--- config.mk ---
export PLATFORM = sky130hd
export DESIGN_NAME = pipe_stage_elastic
export DESIGN_NICKNAME = d
export VERILOG_FILES = /design/src/rtl/pipe_stage_elastic.sv
export SDC_FILE = /design/constraint.sdc
export NUM_CORES = 1
export LEC_CHECK = 0
export ABC_AREA = 1
export CORE_MARGIN = 1.5
export CORE_UTILIZATION = 30
export DETAILED_ROUTE_END_ITERATION = 8
export PLACE_DENSITY_LB_ADDON = 0.25
export REMOVE_ABC_BUFFERS = 1
export SLEW_MARGIN = 10
export SYNTH_ARGS = -nofsm -noshare
export SYNTH_HDL_FRONTEND = slang
export SYNTH_SLANG_ARGS = --single-unit
--- constraint.sdc ---
create_clock -name clk -period 2.6 [get_ports clk]
set_input_delay 0.78 -clock clk [delete_from_list [all_inputs] [get_ports clk]]
set_output_delay 0.78 -clock clk [all_outputs]
set_load 0.05 [all_outputs]
--- src/rtl/pipe_stage_elastic.sv ---
// Elastic pipeline stage: 1-cycle latency, full throughput via a 2-entry skid buffer, in_ready registered
// (no combinational out_ready->in_ready path); sync flush empties it to NOP. Optional counters: PIPE_STAT_EN.
module pipe_stage_elastic #(
   parameter int               WIDTH     = 16,
   parameter logic [WIDTH-1:0] NOP_VALUE = WIDTH'(16'hF000)
`ifdef PIPE_STAT_EN
   ,
   parameter int               CNT_WIDTH = 16
`endif
) (
   input  logic             clk,
   input  logic             reset,
   input  logic             flush,
   input  logic             in_valid,
   output logic             in_ready,
   input  logic [WIDTH-1:0] in_data,
   output logic             out_valid,
   input  logic             out_ready,
   output logic [WIDTH-1:0] out_data,
   output logic [1:0]       occupancy
`ifdef PIPE_STAT_EN
   ,
   output logic [CNT_WIDTH-1:0] stall_cnt,
   output logic [CNT_WIDTH-1:0] bubble_cnt,
   output logic [CNT_WIDTH-1:0] flush_cnt
`endif
);

   typedef enum logic [1:0] {
      EMPTY = 2'd0,
      ONE   = 2'd1,
      TWO   = 2'd2
   } state_t;

   state_t           state, state_nxt;
   logic [WIDTH-1:0] main_q, main_nxt;
   logic [WIDTH-1:0] skid_q, skid_nxt;
   logic             in_ready_q;
   logic             acc;
   logic             take;

   assign acc       = in_valid & in_ready_q;
   assign take      = out_valid & out_ready;
   assign in_ready  = in_ready_q;
   assign out_valid = (state != EMPTY);
   assign out_data  = main_q;
   assign occupancy = state;

   always_comb begin
      state_nxt = state;
      main_nxt  = main_q;
      skid_nxt  = skid_q;
      if (flush) begin
         // Anything taken this cycle is already delivered; the rest is dropped.
         state_nxt = EMPTY;
         main_nxt  = NOP_VALUE;
         skid_nxt  = NOP_VALUE;
      end else begin
         case (state)
            EMPTY: begin
               if (acc) begin
                  state_nxt = ONE;
                  main_nxt  = in_data;
               end
            end
            ONE: begin
               if (acc && take) begin
                  main_nxt = in_data;
               end else if (acc) begin
                  state_nxt = TWO;
                  skid_nxt  = in_data;
               end else if (take) begin
                  state_nxt = EMPTY;
                  main_nxt  = NOP_VALUE;
               end
            end
            TWO: begin
               if (take) begin
                  state_nxt = ONE;
                  main_nxt  = skid_q;
                  skid_nxt  = NOP_VALUE;
               end
            end
            default: begin
               state_nxt = EMPTY;
               main_nxt  = NOP_VALUE;
               skid_nxt  = NOP_VALUE;
            end
         endcase
      end
   end

   // in_ready is a flop fed from next state, so it never sees out_ready combinationally.
   always_ff @(posedge clk or negedge reset) begin
      if (!reset) begin
         state      <= EMPTY;
         main_q     <= NOP_VALUE;
         skid_q     <= NOP_VALUE;
         in_ready_q <= 1'b1;
      end else begin
         state      <= state_nxt;
         main_q     <= main_nxt;
         skid_q     <= skid_nxt;
         in_ready_q <= (state_nxt != TWO);
      end
   end

`ifdef PIPE_STAT_EN
   localparam logic [CNT_WIDTH-1:0] CNT_MAX = '1;

   always_ff @(posedge clk or negedge reset) begin
      if (!reset) begin
         stall_cnt  <= '0;
         bubble_cnt <= '0;
         flush_cnt  <= '0;
      end else begin
         if (in_valid && !in_ready_q && stall_cnt != CNT_MAX)
            stall_cnt <= stall_cnt + 1'b1;
         if (out_ready && !out_valid && bubble_cnt != CNT_MAX)
            bubble_cnt <= bubble_cnt + 1'b1;
         if (flush && flush_cnt != CNT_MAX)
            flush_cnt <= flush_cnt + 1'b1;
      end
   end
`endif

endmodule

Run 1, PDN straps and rails:
Scale: 6 px per um. Pins as bars on the die edge. Tap cells in grey.
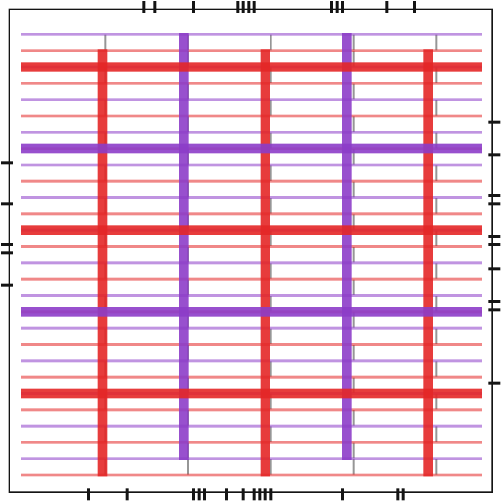
| colour | net |
|---|---|
| red | VSS |
| purple | VDD |
met5 straps: 5
rows: 27
met1 rails: 28
signal pins: 41
tap cells: 72

Run 1, cell classes on the final placement:
Scale: 6 px per um. Fill, decap, tap and diode cells in grey.
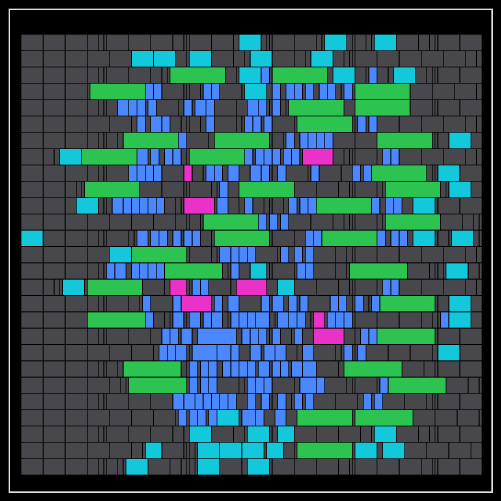
| colour | class | cells |
|---|---|---|
| blue | combinational and other logic | 205 |
| cyan | other buffers and delay cells | 44 |
| magenta | clock drivers and dummy loads | 8 |
| green | flops | 35 |

==> out/qor.yml, run 1 <==
drc_errors: 0
wl_met2_um: 1850
path_class: "reg2out"
fillerInstances: 575
ys.warnings.count: 0
final.setup.tns_ps: 0
insertion_delay_ps: 280
critical_path.endpoint: "out_data[14]"
yosys-stat-cells: 248
comb_area_um2: 777
r2r_end: "out_data[12]"
drv_cap: 0
hold_depth: 2
cts_tree: "yes"
pg_seq_mw: 0.631
drt-total-wl_um: 4130
critPathLaunchType: "register"
yosysTopAreaCell: "dfrtp_1"
dp_worst_setup_slack_ps: 249
drive_gt1_frac: 0.0993
combPwrFrac: 0.271
cts_setup_buffers: 0
vdd_drop_max_mv: 0.215
r2r_start: "occupancy[1]"
row_count: 27
crit_path_max_incr_delay_ps: 790
met1_usage: 0.188
seq_share: 0.381
top_logic_kind: "simple AND/OR/NAND/NOR gates"
netlist_area_mm2: 0.00179
htreeDepth: 2
yosys_area_mm2: 0.00179
leakage_nw: 1.24
yosysUniqueCellTypes: 19
powerComb_mw: 0.375
power_mw: 1.39
min-delay-start: "skid_q[15]"
top_cells_by_count: "nand2_1 (138), dfrtp_1 (26), nand3_1 (24), inv_1 (15), nor2_1 (14)"
dr.max_layer_used: "met4"
ys.flops: 35
critPathLaunch: "out_data[14]"
die-area_mm2: 0.00644
clock_skew_ps: 4.49
internal_power_mw: 0.917
layout.cells.non_filler: 364
syn_area_per_cell_um2: 7.21
aoi_share: 0.0182
setup_viol_count_final: 0
grt_pass1_vias: 1546
worstRegToRegCells: 7
drtIter0Drc: 99
cts_buffers: 5
area_delta_synth_final_pct: 30.3
via_count: 1604
n_clock_buffer: 6
p_switching_mw: 0.468
whs_endpoint: "skid_q[15]"
edf_count: 0
simple_gate_share: 0.416
top_cell: "nand2_1"
gp_routability_congestion: 0.865
nNonClkBuffers: 44
hold_buffers: 0
antenna_cells: 0
hold_class: "reg2reg"
cts_buffer_depth: 2
antenna_found_initial: 0
gr-max-usage-layer: "met2"
rsz0062_at_grt: "no"
core_mm2: 0.00564
seq_cells: 35
warnings: 25
comb_share: 0.333
setup_ws_ps: 202
synthArstFlopShare: 1.00
worst-path-stages: 1
wl_met3_um: 154
xor_area_frac: 0
vias_per_cell: 4.41
status: "finished, final reports clean"
hold_ws_ps: 466
logic_gates: 188
ys.flop_type: "dfrtp_1"
grtUsageTotal: 0.142
placed_cells: 356
gr-usage-met2: 0.223
cp.required_ps: 1820
grt_pass1_wl_um: 7040
die_y_um: 80.2
swShare: 0.338
dr.pass1.iters: 4
fmaxAchievable_mhz: 417
p_clk_frac: 0.273
drtAntennaViolNets: 0
cts_resized: 0
worst_ep_arrival_time_ps: 1620
hold_violations: 0
placed_area_mm2: 0.00225
clkSinkCount: 35
synthMuxAreaShare: 0
biggestCellCategory: "sequential cells"
root_buffer: "clkbuf_8"
io_pins: 41
cp-end-kind: "output pin"
clk-power_mw: 0.379
cp_max_fo: 2
crit_slowest_cell: "clkdlybuf4s50_1"
top_cells_by_area: "dfrtp_1 (36%), nand2_1 (29%), dfstp_2 (13%)"
fin_area_mm2: 0.00233
finalClockPeriodUsage: 0.922
grt_overflow: 0
p_seq_frac: 0.456
layout.cells.most_common: "nand2_1"
flop_area_um2: 887
fp-utilization: 0.317
n_all_inverters: 17
fp.dieW_um: 80.2
ff2ff_setup_slack_ps: 980
ys_sh_adder: 0
Run 1, routed clock nets over the placement:
Scale: 4 px per um.
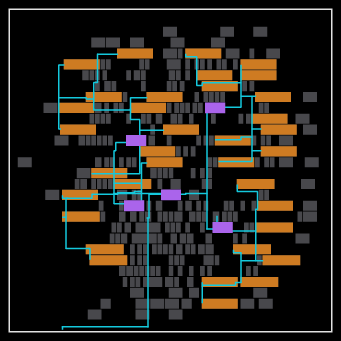
[cyan] clock wires | length: 449 um
[purple] clock drivers | count: 5
[orange] flip-flops | count: 35
routed clock nets: 6

Run 1, routing congestion map:
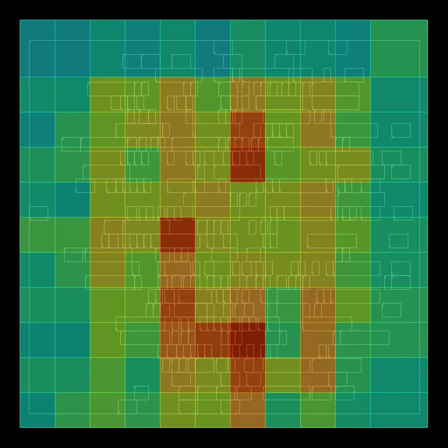

==> run 2, diff against run 1 <==
--- a/config.mk
+++ b/config.mk
@@ -5,7 +5,6 @@
 export SDC_FILE = /design/constraint.sdc
 export NUM_CORES = 1
 export LEC_CHECK = 0
-export ABC_AREA = 1
 export CORE_MARGIN = 1.5
 export CORE_UTILIZATION = 30
 export DETAILED_ROUTE_END_ITERATION = 8
==> constraint.sdc (replaced) <==
create_clock -name clk -period 2.8 [get_ports clk]
set_input_delay 0.84 -clock clk [delete_from_list [all_inputs] [get_ports clk]]
set_output_delay 0.84 -clock clk [all_outputs]
set_load 0.05 [all_outputs]
Run 2, routing congestion map:
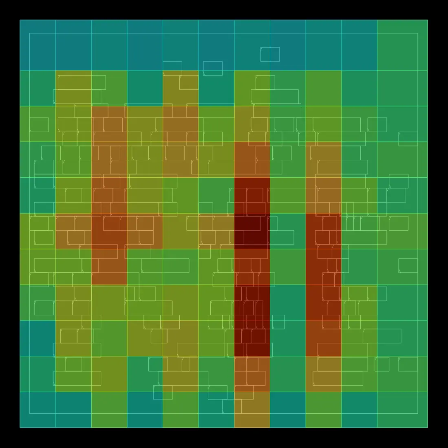
met1 usage in global routing: 0.175
WL/cell: 16.1 um
GRT busiest layer: met2

==> run 2 against run 1 <==
Effect of this change: via count fell by 17%; cell area fell by 2.8%; sequential power fell by 11%; clock skew fell by 0.83 ps; wire length fell by 0.34%; worst hold slack improved by 18 ps; final cell count fell by 30%; first-iteration DRC count fell by 49%; global-route usage barely moved; register-to-register slack got worse by 290 ps.
==> out/qor.yml, run 2 <==
status: "finished, final reports clean"
antenna_cells: 0
via_count: 1324
dr.max_layer_used: "met4"
drtIter0Drc: 50
finalClockPeriodUsage: 0.886
cp-end-kind: "output pin"
critical_path.endpoint: "in_ready"
drtAntennaViolNets: 0
worst_ep_arrival_time_ps: 1640
layout.cells.most_common: "clkdlybuf4s50_1"
critPathLaunchType: "register"
critPathLaunch: "in_ready"
min-delay-start: "out_data[14]"
crit_slowest_cell: "clkdlybuf4s50_1"
synthMuxAreaShare: 0.0698
wl_met3_um: 253
htreeDepth: 2
dp_worst_setup_slack_ps: 217
core_mm2: 0.00551
drv_cap: 0
io_pins: 41
p_switching_mw: 0.387
die-area_mm2: 0.00620
n_clock_buffer: 5
final.setup.tns_ps: 0
area_delta_synth_final_pct: 31.6
clock_skew_ps: 3.66
cts_resized: 0
aoi_share: 0.258
fp-utilization: 0.312
flop_area_um2: 887
row_count: 27
xor_area_frac: 0.00509
ff2ff_setup_slack_ps: 690
vias_per_cell: 5.17
drive_gt1_frac: 0.168
layout.cells.non_filler: 256
worstRegToRegCells: 4
fin_area_mm2: 0.00226
yosys_area_mm2: 0.00172
cts_buffer_depth: 2
setup_viol_count_final: 0
seq_cells: 35
ys_sh_adder: 0
cp.required_ps: 1960
seq_share: 0.392
syn_area_per_cell_um2: 12.1
placed_area_mm2: 0.00218
dr.pass1.iters: 4
vdd_drop_max_mv: 0.337
grtUsageTotal: 0.143
clk-power_mw: 0.350
hold_depth: 2
cts_tree: "yes"
n_all_inverters: 5
wl_met2_um: 1930
root_buffer: "clkbuf_8"
insertion_delay_ps: 280
synthArstFlopShare: 1.00
cp_max_fo: 5
yosysUniqueCellTypes: 33
ys.flops: 35
comb_share: 0.322
grt_pass1_vias: 1376
cts_buffers: 5
simple_gate_share: 0.0909
yosys-stat-cells: 142
hold_class: "reg2reg"
rsz0062_at_grt: "no"
die_y_um: 78.7
p_clk_frac: 0.288
path_class: "reg2out"
gp_routability_congestion: 0.830
internal_power_mw: 0.831
yosysTopAreaCell: "dfrtp_1"
grt_overflow: 0
nNonClkBuffers: 45
biggestCellCategory: "sequential cells"
top_cells_by_count: "dfrtp_1 (26), a22o_1 (24), mux2i_1 (12), o2bb2ai_1 (12), dfstp_2 (9)"
powerComb_mw: 0.306
crit_path_max_incr_delay_ps: 800
drc_errors: 0
clkSinkCount: 35
top_cell: "dfrtp_1"
fillerInstances: 522
top_cells_by_area: "dfrtp_1 (38%), dfstp_2 (14%), a22o_1 (12%)"
gr-usage-met2: 0.242
fp.dieW_um: 78.7
power_mw: 1.22
grt_pass1_wl_um: 6740
ys.flop_type: "dfrtp_1"
r2r_start: "occupancy[1]"
worst-path-stages: 1
cts_setup_buffers: 0
combPwrFrac: 0.251
swShare: 0.318
drt-total-wl_um: 4110
Power figures rest on the tool's default switching activity, not on a simulated workload.
